PDN straps and rails:
Bar = 20 um. Pins as bars on the die edge.
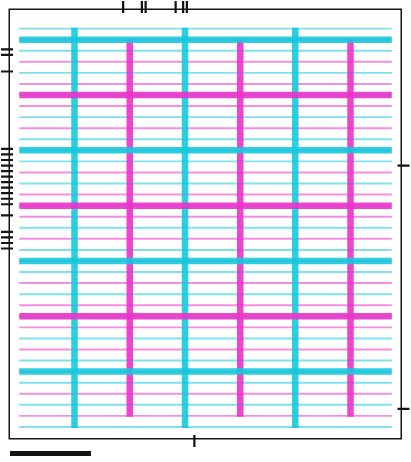
Placement by cell class:
Bar = 20 um.
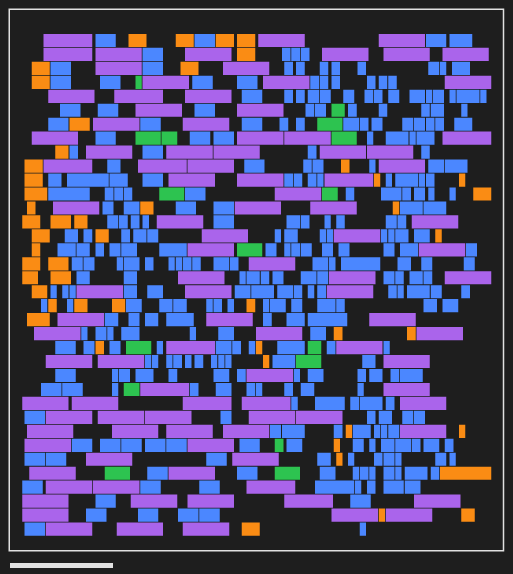
Routed clock nets over the placement:
Bar = 20 um.
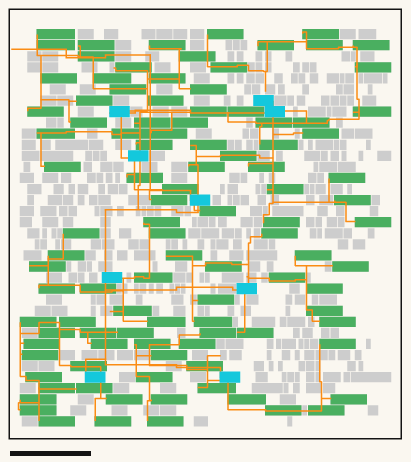
## config.mk

```make
export PLATFORM = sky130hd
export DESIGN_NAME = srl_uart
export DESIGN_NICKNAME = d
export VERILOG_FILES = /design/src/rtl/srl_uart_pkg.sv /design/src/rtl/srl_uart_rx.sv /design/src/rtl/srl_uart.sv
export SDC_FILE = /design/constraint.sdc
export NUM_CORES = 1
export LEC_CHECK = 0
export CAP_MARGIN = 10
export CORE_ASPECT_RATIO = 1.1
export CORE_MARGIN = 2
export CORE_UTILIZATION = 55
export DETAILED_ROUTE_END_ITERATION = 8
export GPL_TIMING_DRIVEN = 0
export PLACE_DENSITY_LB_ADDON = 0.05
export SYNTH_ARGS = -nofsm -noshare
export SYNTH_HDL_FRONTEND = slang
export SYNTH_SLANG_ARGS = --single-unit
```

## constraint.sdc

```tcl
create_clock -name clk -period 3.6 [get_ports clk]
set_input_delay 1.08 -clock clk [delete_from_list [all_inputs] [get_ports clk]]
set_output_delay 1.08 -clock clk [all_outputs]
set_load 0.02 [all_outputs]
```

## src/rtl/srl_uart_pkg.sv

```systemverilog
// Shared definitions for the serial port: register offsets, bit positions, FSM states.
package srl_uart_pkg;

    localparam logic [2:0] REG_DATA   = 3'd0;
    localparam logic [2:0] REG_STATUS = 3'd1;
    localparam logic [2:0] REG_CTRL   = 3'd2;
    localparam logic [2:0] REG_DIVLO  = 3'd3;
    localparam logic [2:0] REG_DIVHI  = 3'd4;

    localparam int ST_RXFULL  = 0;
    localparam int ST_TXEMPTY = 1;
    localparam int ST_TXIDLE  = 2;
    localparam int ST_OVRERR  = 3;
    localparam int ST_FRMERR  = 4;

    localparam int CT_RXIRQEN = 0;
    localparam int CT_TXIRQEN = 1;

    typedef enum logic [1:0] {TX_IDLE, TX_START, TX_DATA, TX_STOP} txState_t;
    typedef enum logic [1:0] {RX_IDLE, RX_START, RX_DATA, RX_STOP} rxState_t;

endpackage

```

## src/rtl/srl_uart_rx.sv

```systemverilog
// 8N1 receiver: rxd synchroniser, oversampling FSM and shifter.
// state    | meaning
// RX_IDLE  | waiting for a low level at a baud tick
// RX_START | counting to mid start bit, rejects glitches
// RX_DATA  | sampling 8 data bits LSB first, one per OVS ticks
// RX_STOP  | sampling the stop bit, then reporting the byte
module srl_uart_rx
    import srl_uart_pkg::*;
#(
    parameter int OVS      = 16,
    parameter int SYNC_LEN = 2
) (
    input  logic       clk,
    input  logic       rst,
    input  logic       tick,
    input  logic       rxd,
    output logic [7:0] rxByte,
    output logic       rxDone,
    output logic       frameOk
);
    localparam int CW = $clog2(OVS);

    logic [SYNC_LEN-1:0] syncReg;
    logic                rxs;
    rxState_t            state;
    logic [CW-1:0]       cnt;
    logic [2:0]          bitIdx;
    logic [7:0]          shift;

    assign rxs = syncReg[SYNC_LEN-1];

    // Bring the asynchronous line into the clk domain; idle level is high.
    always_ff @(posedge clk or negedge rst) begin
        if (!rst) syncReg <= '1;
        else      syncReg <= {syncReg[SYNC_LEN-2:0], rxd};
    end

    // Receive FSM, advanced only on baud ticks; rxDone is a one-clk report.
    always_ff @(posedge clk or negedge rst) begin
        if (!rst) begin
            state   <= RX_IDLE;
            cnt     <= '0;
            bitIdx  <= '0;
            shift   <= '0;
            rxByte  <= '0;
            rxDone  <= 1'b0;
            frameOk <= 1'b0;
        end else begin
            rxDone <= 1'b0;
            if (tick) begin
                case (state)
                    RX_IDLE: begin
                        if (!rxs) begin
                            state <= RX_START;
                            cnt   <= '0;
                        end
                    end
                    RX_START: begin
                        if (cnt == CW'(OVS/2 - 1)) begin
                            cnt    <= '0;
                            bitIdx <= '0;
                            state  <= rxs ? RX_IDLE : RX_DATA;
                        end else begin
                            cnt <= cnt + CW'(1);
                        end
                    end
                    RX_DATA: begin
                        if (cnt == CW'(OVS - 1)) begin
                            cnt   <= '0;
                            shift <= {rxs, shift[7:1]};
                            if (bitIdx == 3'd7) state <= RX_STOP;
                            else                bitIdx <= bitIdx + 3'd1;
                        end else begin
                            cnt <= cnt + CW'(1);
                        end
                    end
                    RX_STOP: begin
                        if (cnt == CW'(OVS - 1)) begin
                            cnt     <= '0;
                            state   <= RX_IDLE;
                            rxDone  <= 1'b1;
                            frameOk <= rxs;
                            rxByte  <= shift;
                        end else begin
                            cnt <= cnt + CW'(1);
                        end
                    end
                    default: state <= RX_IDLE;
                endcase
            end
        end
    end

endmodule

```

## src/rtl/srl_uart.sv

```systemverilog
// Serial port peripheral: bus registers, baud generator, 8N1 transmitter, IRQ.
// state    | meaning
// TX_IDLE  | line high, waiting for a byte in the holding register
// TX_START | start bit (low) for OVS ticks
// TX_DATA  | 8 data bits LSB first, OVS ticks each
// TX_STOP  | stop bit (high); chains straight into a new START if a byte waits
module srl_uart
    import srl_uart_pkg::*;
#(
    parameter logic [15:0] DIV_RESET = 16'd51,
    parameter int          OVS       = 16,
    parameter int          SYNC_LEN  = 2
) (
    input  logic       clk,
    input  logic       rst,
    input  logic       sysClk,
    input  logic       srlEn,
    input  logic       rw,
    input  logic [2:0] adrBusLo,
    input  logic [7:0] datBus,
    output logic [7:0] datOut,
    output logic       datOe,
    input  logic       rxd,
    output logic       txd,
    output logic       irq
);
    localparam int CW = $clog2(OVS);

    logic          sysClkD, fall, busWr, busRd, dataWr, dataRd, statWr;
    logic [15:0]   div, baudCnt;
    logic          tick;
    logic [7:0]    txHold, rxHold, txShift, regMux, rxByte;
    logic          txEmpty, rxFull, ovrErr, frmErr, rxIrqEn, txIrqEn;
    logic          txLoad, txIdle, txLast, rxDone, frameOk;
    txState_t      txState;
    logic [CW-1:0] txCnt;
    logic [2:0]    txBit;

    assign fall   = sysClkD & ~sysClk;
    assign busWr  = fall & ~srlEn & ~rw;
    assign busRd  = fall & ~srlEn & rw;
    assign dataWr = busWr & (adrBusLo == REG_DATA);
    assign dataRd = busRd & (adrBusLo == REG_DATA);
    assign statWr = busWr & (adrBusLo == REG_STATUS);

    assign tick   = (baudCnt == 16'd0);
    assign txLast = (txCnt == CW'(OVS - 1));
    // A waiting byte is picked up at a tick, from IDLE or at the end of STOP.
    assign txLoad = tick & ~txEmpty &
                    ((txState == TX_IDLE) | ((txState == TX_STOP) & txLast));
    assign txIdle = (txState == TX_IDLE) & txEmpty;

    // Delay sysClk one clk to find the falling edge that commits a CPU cycle.
    always_ff @(posedge clk or negedge rst) begin
        if (!rst) sysClkD <= 1'b0;
        else      sysClkD <= sysClk;
    end

    // Baud down-counter; a new divider only takes effect at the next reload.
    always_ff @(posedge clk or negedge rst) begin
        if (!rst)      baudCnt <= DIV_RESET;
        else if (tick) baudCnt <= div;
        else           baudCnt <= baudCnt - 16'd1;
    end

    // Transmit FSM with registered txd.
    always_ff @(posedge clk or negedge rst) begin
        if (!rst) begin
            txState <= TX_IDLE;
            txCnt   <= '0;
            txBit   <= '0;
            txShift <= '0;
            txd     <= 1'b1;
        end else if (txLoad) begin
            txState <= TX_START;
            txCnt   <= '0;
            txShift <= txHold;
            txd     <= 1'b0;
        end else if (tick) begin
            case (txState)
                TX_IDLE: txd <= 1'b1;
                TX_START: begin
                    if (txLast) begin
                        txCnt   <= '0;
                        txBit   <= '0;
                        txState <= TX_DATA;
                        txd     <= txShift[0];
                    end else begin
                        txCnt <= txCnt + CW'(1);
                    end
                end
                TX_DATA: begin
                    if (txLast) begin
                        txCnt <= '0;
                        if (txBit == 3'd7) begin
                            txState <= TX_STOP;
                            txd     <= 1'b1;
                        end else begin
                            txBit   <= txBit + 3'd1;
                            txShift <= {1'b0, txShift[7:1]};
                            txd     <= txShift[1];
                        end
                    end else begin
                        txCnt <= txCnt + CW'(1);
                    end
                end
                TX_STOP: begin
                    if (txLast) begin
                        txCnt   <= '0;
                        txState <= TX_IDLE;
                        txd     <= 1'b1;
                    end else begin
                        txCnt <= txCnt + CW'(1);
                    end
                end
                default: txState <= TX_IDLE;
            endcase
        end
    end

    // Register file; later assignments give the required priority on collisions.
    always_ff @(posedge clk or negedge rst) begin
        if (!rst) begin
            txHold  <= '0;
            rxHold  <= '0;
            txEmpty <= 1'b1;
            rxFull  <= 1'b0;
            ovrErr  <= 1'b0;
            frmErr  <= 1'b0;
            rxIrqEn <= 1'b0;
            txIrqEn <= 1'b0;
            div     <= DIV_RESET;
        end else begin
            if (busWr) begin
                case (adrBusLo)
                    REG_DATA:  txHold <= datBus;
                    REG_CTRL: begin
                        rxIrqEn <= datBus[CT_RXIRQEN];
                        txIrqEn <= datBus[CT_TXIRQEN];
                    end
                    REG_DIVLO: div[7:0]  <= datBus;
                    REG_DIVHI: div[15:8] <= datBus;
                    default: ;
                endcase
            end
            if (dataWr)      txEmpty <= 1'b0;
            else if (txLoad) txEmpty <= 1'b1;
            if (statWr) begin
                ovrErr <= 1'b0;
                frmErr <= 1'b0;
            end
            if (dataRd) rxFull <= 1'b0;
            if (rxDone) begin
                if (!frameOk) begin
                    frmErr <= 1'b1;
                end else if (rxFull && !dataRd) begin
                    ovrErr <= 1'b1;
                end else begin
                    rxHold <= rxByte;
                    rxFull <= 1'b1;
                end
            end
        end
    end

    // Read mux; driven as zero whenever the bus is not being read.
    always_comb begin
        regMux = 8'h00;
        case (adrBusLo)
            REG_DATA:   regMux = rxHold;
            REG_STATUS: regMux = {3'b000, frmErr, ovrErr, txIdle, txEmpty, rxFull};
            REG_CTRL:   regMux = {6'b000000, txIrqEn, rxIrqEn};
            REG_DIVLO:  regMux = div[7:0];
            REG_DIVHI:  regMux = div[15:8];
            default:    regMux = 8'h00;
        endcase
    end

    assign datOe  = ~srlEn & rw & sysClk;
    assign datOut = datOe ? regMux : 8'h00;

    // Registered active-low interrupt.
    always_ff @(posedge clk or negedge rst) begin
        if (!rst) irq <= 1'b1;
        else      irq <= ~((rxFull & rxIrqEn) | (txEmpty & txIrqEn));
    end

    srl_uart_rx #(
        .OVS      (OVS),
        .SYNC_LEN (SYNC_LEN)
    ) uRx (
        .clk     (clk),
        .rst     (rst),
        .tick    (tick),
        .rxd     (rxd),
        .rxByte  (rxByte),
        .rxDone  (rxDone),
        .frameOk (frameOk)
    );

endmodule

```

==> out/metrics.cfg <==
[clock_tree]
cts_max_path_buffers = 2
clk_latency_ns = 0.38
cts_root_buf = clkbuf_8
tritoncts = done
h-tree-depth = 3
hold_buffers = 0
cts_buffers = 9
cts.sinks = 103
clkSlewWorstSetupHoldPaths_ns = 0.10

[placed_design]
dp_slack_ns = -0.725
routabilityCongestion = 0.867
numPortBuffers = 26
hpwlAfterDp_um = 7990
dp.cells = 602

[sta]
skew_ns = 0.0136
fin_crit_ns = 3.57
finalWorstSetupSlack_ns = 0.0299
setup_viol = 0
final_max_slew_viol_count = 0
max_slew_margin_pct = 22.5
period_used_pct = 99.2
whs_ns = 0.361
finalHoldViolations = 0
worstMarginPinSlew_ns = 1.15
grt_setup_unrepaired = yes
fin_setup_tns_ns = 0
fmax_mhz = 280

[drt]
wl_met2_um = 5500
wl_met3_um = 546
first_pass_iters = 4
via_per_inst = 6.05
top_layer = met4
drcViolationCount = 0
dr_total_vias = 3756
antenna_left = 0
met1Wirelength_um = 4940
routed_wl_um = 11100
first_iter_violations = 175
wire_per_inst_um = 18.0

[global_route]
grt_pass1_vias = 3770
grt_use_met2_pct = 37.4
grt_pass1_wl_um = 18800
grtUsageTotal_pct = 24.2
antenna_found_initial = 0
grt-busiest-layer = met2
met1_usage_pct = 33.8
grt_remaining_overflow = 0
use_met3_pct = 6.00
grt_max_degree = 57

[worst_hold_path]
holdPathEnd = uRx.syncReg[1]
hp-class = reg2reg
hp-start = uRx.syncReg[0]
hold_depth = 0

[layout]
fin_cells = 621
num-nets-final = 532
drive_above_1_share_pct = 23.1
area_delta_synth_final_pct = 12.7
antenna_cells = 0

[critical_path]
crit_type = in2out
r2r_slack_ns = 1.21
r2r_cells = 8
end_kind = primary output
r2r_start = baudCnt[0]
arrival_ns = 2.49
r2r-end = baudCnt[1]
critPathLaunchType = input port
path_max_fanout = 10
worstPathRequired_ns = 2.52

[logic_synthesis]
synth.distinct_cells = 58
ys_ff = 103
async_reset_ff_share_pct = 100
yosys.stat.chipArea_um2 = 5120
ys_cells = 461
synth.avg_cell_area_um2 = 11.1
syn_inst = 461
postSynthSeqShare_pct = 50.6
syn-num-nets = 491
ff_type = dfrtp_1
synthesis.area_um2 = 5120
ys_warn_count = 0
edf_count = 0

[power]
powerComb_uw = 529
powerSeq_mw = 1.51
p_switching_uw = 863
p_clk_uw = 668
seq_power_share_pct = 55.7
top_power_group = sequential cells
power_mw = 2.70
sw_frac_of_total_pct = 31.9
clockPowerShare_pct = 24.7
p_int_mw = 1.84
ir_drop_uv = 279
combPwrFrac_pct = 19.6
p_leak_nw = 2.60
powerDensity_nw_per_um2 = 469

[floorplan]
dieArea_um2 = 10100
core_area_um2 = 8960
fp_util_pct = 57.1
chipHeight_um = 105
fp.dieW_um = 96.0
num_rows = 36
ioPinCount = 28

[flow_run]
warning_count = 33
maxCapViolCount = 0

[outcome]
status = completed

## Picture notes: 'PDN straps and rails'
Key: VSS = cyan; VDD = magenta
37 met1 rails follow the rows. 28 signal pins sit on the boundary. The core has 36 rows. 6 straps on met4. 7 straps on met5.

## Picture notes: 'placement by cell class'
Key: clock drivers and dummy loads = green [cells 16, share of their area 3.1%]; flip-flops = purple [cells 103, share of their area 46%]; other buffers and delay cells = orange [cells 50, share of their area 7.1%]; all other logic = blue [cells 338, share of their area 44%]

## Picture notes: 'routed clock nets over the placement'
Key: cells driving clock nets = cyan [count 9]; flip-flops = green [count 103]; clock wires = orange [length 1,240 um]
Position of the flops: spread over the die.

through the flow:
stage	utilization, %	area, um2
global route	64.4	5770
CTS	64.3	5760
detailed placement	61.9	5550
floorplan	-	5120
global placement	61.6	5530
finish	64.4	5770
cells in the mapped netlist (5+ instances only):
cell       number  area, um2
nor2_1         31        116
inv_1          13       48.8
nand2b_1        6       37.5
nor2b_1         9       56.3
and2_1          6       37.5
nand2_1        23       86.3
ha_1           13        163
clkbuf_1       14       52.6
nor4_1          5       31.3
nand4_1         7       43.8
dfrtp_1        90       2250
and3_1          8       50.1
buf_2           5       25.0
a22oi_1         6       45.0
mux2_2         55        619
nor3_1         14       70.1
xor2_1          6       52.6
dfstp_2        13        342
nand3_1        12       60.1
o31ai_1         5       37.5
o21ai_0        29        145
a21oi_1        29        145
a2bb2oi_1       5       43.8
cells by family (layout without fill, tap and decap cells):
| kind of cell | after synthesis | count (layout) | share of synthesized area [%] |
|---|---|---|---|
| buf+inv | 33 | 79 | 2.54 |
| fa+ha+maj | 13 | 13 | 3.18 |
| flops | 103 | 103 | 50.6 |
| mux | 61 | 61 | 13.8 |
| compound gates | 95 | 95 | 11.5 |
| simple gates | 147 | 147 | 16.8 |
| xor+xnor | 9 | 9 | 1.54 |
flip-flops by register name, summed over array words and instances (netlist names), 2 cells and up, named ones only:
register	count
uRx.syncReg	2
uRx.rxByte	8
uRx.shift	8
txHold	8
baudCnt	16
uRx.cnt	4
rxHold	8
div	16
txState	2
txCnt	4
uRx.bitIdx	3
txShift	8
txBit	3
final cells by class:
| type | instances | area (um2) |
|---|---|---|
| clock buffers | 10 | 128 |
| clock inverters | 6 | 46.3 |
| flip-flops and latches | 103 | 2590 |
| fillers | 734 | 3190 |
| plain buffers | 20 | 93.8 |
| multi-input cells | 325 | 2410 |
| inverters | 13 | 48.8 |
| repair buffers | 30 | 305 |
| well taps | 114 | 143 |
placed cells by master (no fill, tap or decap), types with 7 or more instances in the layout:
cell             netlist  routed
ha_1                  13      13
clkbuf_1              14      12
nand4_1                7       7
clkdlybuf4s50_1        0      14
inv_1                 13      13
dfstp_2               13      13
dfrtp_1               90      90
clkbuf_8               0       9
o21ai_0               29      29
mux2_2                55      55
nand3_1               12      12
a21oi_1               29      29
nor2_1                31      30
and3_1                 8       8
nand2_1               23      23
nor2b_1                9       9
nor3_1                14      14
how the worst max path moves through the flow:
stage | startpoint | endpoint
6_report | adrBusLo[0] | datOut[6]
5_1_grt | srlEn | datOut[1]
3_5_place_dp | adrBusLo[1] | datOut[7]
3_3_place_gp | rst | rxIrqEn
2_1_floorplan | adrBusLo[0] | datOut[5]
4_1_cts | adrBusLo[1] | datOut[7]
critical path, cell delays in order:
cell and delay [ns]:
clkbuf_2 0.17, clkbuf_4 0.22, and2_1 0.21, a22oi_1 0.26, a2bb2oi_2 0.18, nor2_1 0.05
dlygate4sd2_1 0.32
timing repair:
action | 4_1_cts | 5_1_grt
hold endpoints to repair | 0 | 0
resized | 27 | 8
pin swaps | 0 | 0
endpoints found under the setup margin | 9 | 9
setup buffers | 2 | 1
